A small window of the routed layout:
Bar = 5 um. Window x 47 to 67, y 69 to 89 um. Cells in gray, sequential cells in the stronger gray; small squares are vias.
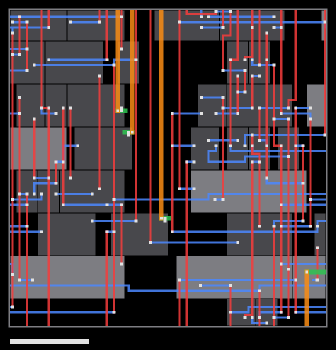
Clock nets:
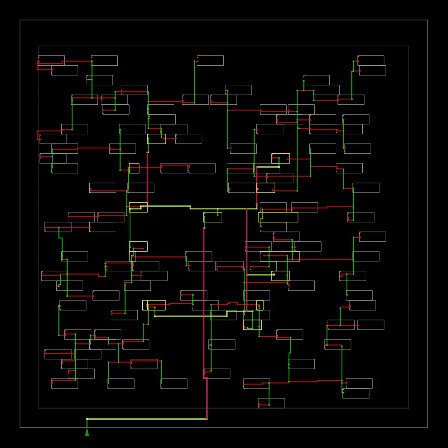
Selected gate families:
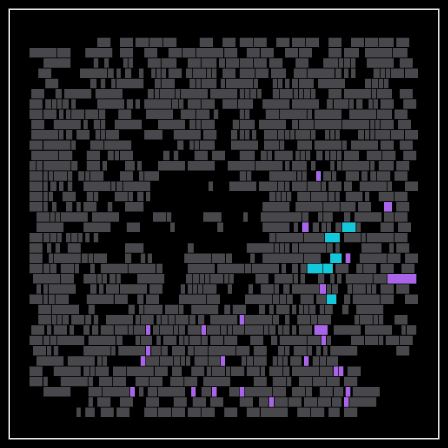
Ports around the boundary:
Bar = 20 um. Pins as bars across the die edge, other pins in gray.
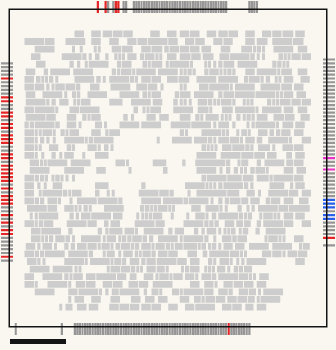
Wire density map:
The die is cut into 23 by 23 equal tiles; white is low, dark blue is high, scaled to the fullest tile. Values are wire area over tile area, all layers added.
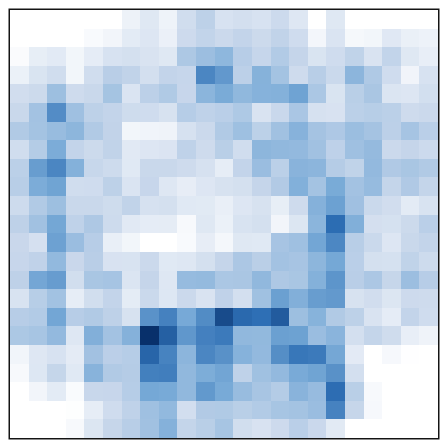
**config.mk**
```make
export PLATFORM = sky130hd
export DESIGN_NAME = t5_lsu
export DESIGN_NICKNAME = d
export VERILOG_FILES = /design/src/rtl/t5_lsu.sv
export SDC_FILE = /design/constraint.sdc
export NUM_CORES = 1
export LEC_CHECK = 0
export CAP_MARGIN = 20
export CORE_MARGIN = 5
export CORE_UTILIZATION = 44
export DETAILED_ROUTE_END_ITERATION = 8
export GPL_TIMING_DRIVEN = 0
export PLACE_DENSITY = 0.85
export SETUP_SLACK_MARGIN = 0.1
export SLEW_MARGIN = 20
export SYNTH_ARGS = -nofsm -noshare
export SYNTH_HDL_FRONTEND = slang
export SYNTH_SLANG_ARGS = --single-unit
```
**constraint.sdc**
```tcl
create_clock -name sclk -period 3.7 [get_ports sclk]
set_clock_uncertainty 0.2 [all_clocks]
set_input_delay 0.37 -clock sclk [delete_from_list [all_inputs] [get_ports sclk]]
set_output_delay 0.37 -clock sclk [all_outputs]
set_load 0.02 [all_outputs]
```
**src/rtl/t5_lsu.sv**
```systemverilog
// t5_lsu: load/store unit bridging the X stage to a Wishbone-style data bus.
// Issues one bus cycle per aligned load/store, stalls the pipeline until the
// ack arrives and buffers load data when the pipeline itself is stalled.
//
// Handshake: the bus request (dwb_stb/dwb_cyc with adr/sel/dto/wre) is raised
// the cycle after an aligned memop is seen in IDLE. It is held stable until
// the first cycle in which dwb_ack is high, and it drops on the next edge.
// The pipeline advances on any edge where sena is high and lhold is low.
module t5_lsu #(
    parameter int XLEN = 32
) (
    input  logic            sclk,
    input  logic            srst,
    input  logic            sena,
    input  logic            xvld,
    input  logic [6:2]      xopc,
    input  logic [14:12]    xfn3,
    input  logic [XLEN-1:0] xadr,
    input  logic [XLEN-1:0] xrs2,
    output logic [XLEN-1:0] dwb_adr,
    output logic [XLEN-1:0] dwb_dto,
    output logic [3:0]      dwb_sel,
    output logic            dwb_stb,
    output logic            dwb_cyc,
    output logic            dwb_wre,
    input  logic            dwb_ack,
    input  logic [XLEN-1:0] dwb_dti,
    output logic [3:0]      xsel,
    output logic            xstb,
    output logic            xwre,
    output logic [XLEN-1:0] ldat,
    output logic            lhold,
    output logic            xmis,
    output logic [1:0]      dbg_state
);

    typedef enum logic [1:0] {
        S_IDLE = 2'd0,
        S_REQ  = 2'd1,
        S_DONE = 2'd2
    } state_t;

    state_t          state;
    logic            is_load;
    logic            is_store;
    logic            memop;
    logic            align_ok;
    logic [3:0]      sel_c;
    logic [XLEN-1:0] dto_c;
    logic [XLEN-1:0] lbuf;
    logic            unused_sign;

    // The unsigned flag is consumed by writeback, not by the bus side.
    assign unused_sign = xfn3[14];
    assign dbg_state   = state;

    // Decode the X-stage instruction: op kind, alignment, lanes, store data.
    always_comb begin
        is_load  = (xopc == 5'b00000);
        is_store = (xopc == 5'b01000);
        memop    = xvld & (is_load | is_store);
        align_ok = 1'b0;
        sel_c    = 4'h0;
        dto_c    = xrs2;
        case (xfn3[13:12])
            2'b00: begin
                align_ok = 1'b1;
                sel_c    = 4'b0001 << xadr[1:0];
                dto_c    = {4{xrs2[7:0]}};
            end
            2'b01: begin
                align_ok = ~xadr[0];
                sel_c    = xadr[1] ? 4'hC : 4'h3;
                dto_c    = {2{xrs2[15:0]}};
            end
            2'b10: begin
                align_ok = (xadr[1:0] == 2'b00);
                sel_c    = 4'hF;
                dto_c    = xrs2;
            end
            default: begin
                align_ok = 1'b0;
                sel_c    = 4'h0;
                dto_c    = xrs2;
            end
        endcase
    end

    // Stall, misalignment flag and load data return toward writeback.
    always_comb begin
        lhold = ((state == S_IDLE) & memop & align_ok) | ((state == S_REQ) & ~dwb_ack);
        xmis  = (state == S_IDLE) & memop & ~align_ok;
        ldat  = ((state == S_REQ) && dwb_ack) ? dwb_dti : lbuf;
    end

    // Transaction FSM with registered bus and writeback-side outputs.
    always_ff @(posedge sclk) begin
        if (srst) begin
            state   <= S_IDLE;
            dwb_adr <= '0;
            dwb_dto <= '0;
            dwb_sel <= 4'h0;
            dwb_stb <= 1'b0;
            dwb_cyc <= 1'b0;
            dwb_wre <= 1'b0;
            xsel    <= 4'h0;
            xstb    <= 1'b0;
            xwre    <= 1'b0;
            lbuf    <= '0;
        end else begin
            case (state)
                S_IDLE: begin
                    if (memop && align_ok) begin
                        state   <= S_REQ;
                        dwb_adr <= {xadr[XLEN-1:2], 2'b00};
                        dwb_dto <= dto_c;
                        dwb_sel <= sel_c;
                        dwb_wre <= is_store;
                        dwb_stb <= 1'b1;
                        dwb_cyc <= 1'b1;
                        xsel    <= sel_c;
                        xwre    <= is_store;
                        xstb    <= 1'b1;
                    end
                end
                S_REQ: begin
                    if (dwb_ack) begin
                        dwb_stb <= 1'b0;
                        dwb_cyc <= 1'b0;
                        if (sena) begin
                            state <= S_IDLE;
                            xstb  <= 1'b0;
                            xsel  <= 4'h0;
                            xwre  <= 1'b0;
                        end else begin
                            // Pipeline is frozen: keep the data until it advances.
                            state <= S_DONE;
                            lbuf  <= dwb_dti;
                        end
                    end
                end
                S_DONE: begin
                    if (sena) begin
                        state <= S_IDLE;
                        xstb  <= 1'b0;
                        xsel  <= 4'h0;
                        xwre  <= 1'b0;
                    end
                end
                default: state <= S_IDLE;
            endcase
        end
    end

endmodule

```
==> metrics.yaml <==
clk_pin_slew_ns: 0.10
period_minus_slack_ns: 3.360
cts_setup_buffers: 0
power_leader: "sequential cells"
cpMaxStageDelayCell: "clkdlybuf4s50_1"
simple_gate_area_share_pct: 18.79
vias_per_cell: 5.220
top_cells_by_area: "dfxtp_1 (46%), nand2_1 (15%), a21oi_1 (9.3%)"
drv_cap: 0
buffers: 264
fin_setup_tns_ns: 0
worst_pin_slew_ns: 0.6622
clock_latency_ns: 0.36
yosys_warnings: 0
rows: 37
top_area_cell_class: "non-clock buffers"
drt_pass1_iterations: 4
synth-seq-area-share_pct: 46.06
fin_ws_ns: 0.3398
num-multi-input-gates: 418
slew_viol_final: 0
pg_seq_uw: 1170
cp.depth: 6
io_buffers: 216
holdPathEnd: "dwb_adr[13]$_SDFFE_PP0P_"
fin_nets: 920
syn2layout_area_growth_pct: 54.26
gr-total-overflow: 0
p_switching_uw: 520.8
async_reset_ff_share_pct: 0
top_area_cell: "dfxtp_1"
ios: 222
comb_power_share_pct: 12.1
yosysChipArea_um2: 4695
peakVddDrop_uv: 167.6
critical_path.startpoint: "dbg_state[1]$_SDFFE_PP0P_"
clock_power_share_pct: 34.9
yosysMostFrequentCell: "nand2_1"
regToRegEndpoint: "dwb_sel[3]$_SDFFE_PP0P_"
clk_path_buf_depth: 2
ff_type: "dfxtp_1"
grt_usage_pct: 23.87
ys_types: 33
tapcell.inserted: 136
netlist.area_leader.share_pct: 46.06
place_area_um2: 7030
gp_congestion: 0.8530
p_seq_share_pct: 53.0
arrival_ns: 2.79
dieHeight_um: 113.3
worstPathCellList: "inv_1 > ha_1 > nand2_1 > clkbuf_1 > mux2_2 > clkdlybuf4s50_1"
p_int_uw: 1695
setup_viol: 0
drcViolationCount: 0
dp.cells: 932
coreArea_um2: 10370
total_power_uw: 2216
post-route-util_pct: 69.84
grt_start_max_net_pins: 17
p_sw_share_pct: 23.50
slowest_delay_ns: 0.55
wl_per_cell_um: 16.79
status: "complete, no violations"
comb_area_um2: 2310
comb_area_share_pct: 31.89
fp.dieW_um: 113.3
postSynthAreaPerCell_um2: 8.108
p_per_area_nw_per_um2: 306.0
fmax_mhz: 297.6
clock_buffers: 10
hold_buffers: 0
cts_root_buf: "clkbuf_8"
cp.required_ns: 3.13
r2r_slack_ns: 1.34
edf_count: 0
critPathTopFamily: "buffers and inverters"
bufAreaShareNonClock_pct: 32.76
maxSlewHeadroom_pct: 55.86
fillers: 793
Back to the opening pictures, 'a small window of the routed layout':
[metal 3] green
[metal 1] blue
[metal 2] red
[metal 4] orange
netlist names of flops here include: `lbuf` (3)
sequential cells in the window: 3
most frequent: nand2_1 (9), clkdlybuf4s50_1 (7), mux2_2 (6)
cells with their middle in the window: 30

Back to the opening pictures, 'clock nets':
clock sinks: 108
Seq Cell Count: 108
P_clk: 774 uW

Back to the opening pictures, 'selected gate families':
[non-inverting ao/oa cells] cyan | cells: 6 | where: east
[nor cells] purple | cells: 24

Back to the opening pictures, 'ports around the boundary':
[`xadr`] red | pins: 32 | direction: input | edge: 26 west, 4 north, 1 east, 1 south
[`dbg_state`] magenta | pins: 2 | direction: output | edge: east
[`xopc`] blue | pins: 5 | direction: input | edge: east
all pins by edge: 71 south, 53 west, 49 east, 49 north

Back to the opening pictures, 'wire density map':
tiles over half the peak: 10%
emptiest ninth of the die: north-west
densest ninth of the die: south
fullest tile: 0.76
nearly empty tiles: 8.3%

## routing by layer
layer  GRT usage [%]  vias up  routed length, um
met4           11.14        0                596
li1                -     2389                  -
met2           40.88      226               7564
met1           26.70     2283               6253
met3           8.021       45               1487
met5               0        -                  0
## cells in the final DEF (no fill, tap or decap), drive strengths merged, types with 8 or more instances in the layout
master and count:
a211oi 8, a21oi 87, a311oi 8, buf 13
clkbuf 45, clkdlybuf4s50 216, dfxtp 108, mux2 33
mux2i 23, nand2 189, nor2 19, o21ai 20
## state kept, by name (all words and copies together), names as in the netlist
name	flops
dbg_state	2
dwb_adr	30
dwb_cyc	1
dwb_dto	32
dwb_sel	4
dwb_wre	1
lbuf	32
xsel	4
xstb	1
xwre	1
Power and IR drop assume default switching activity.
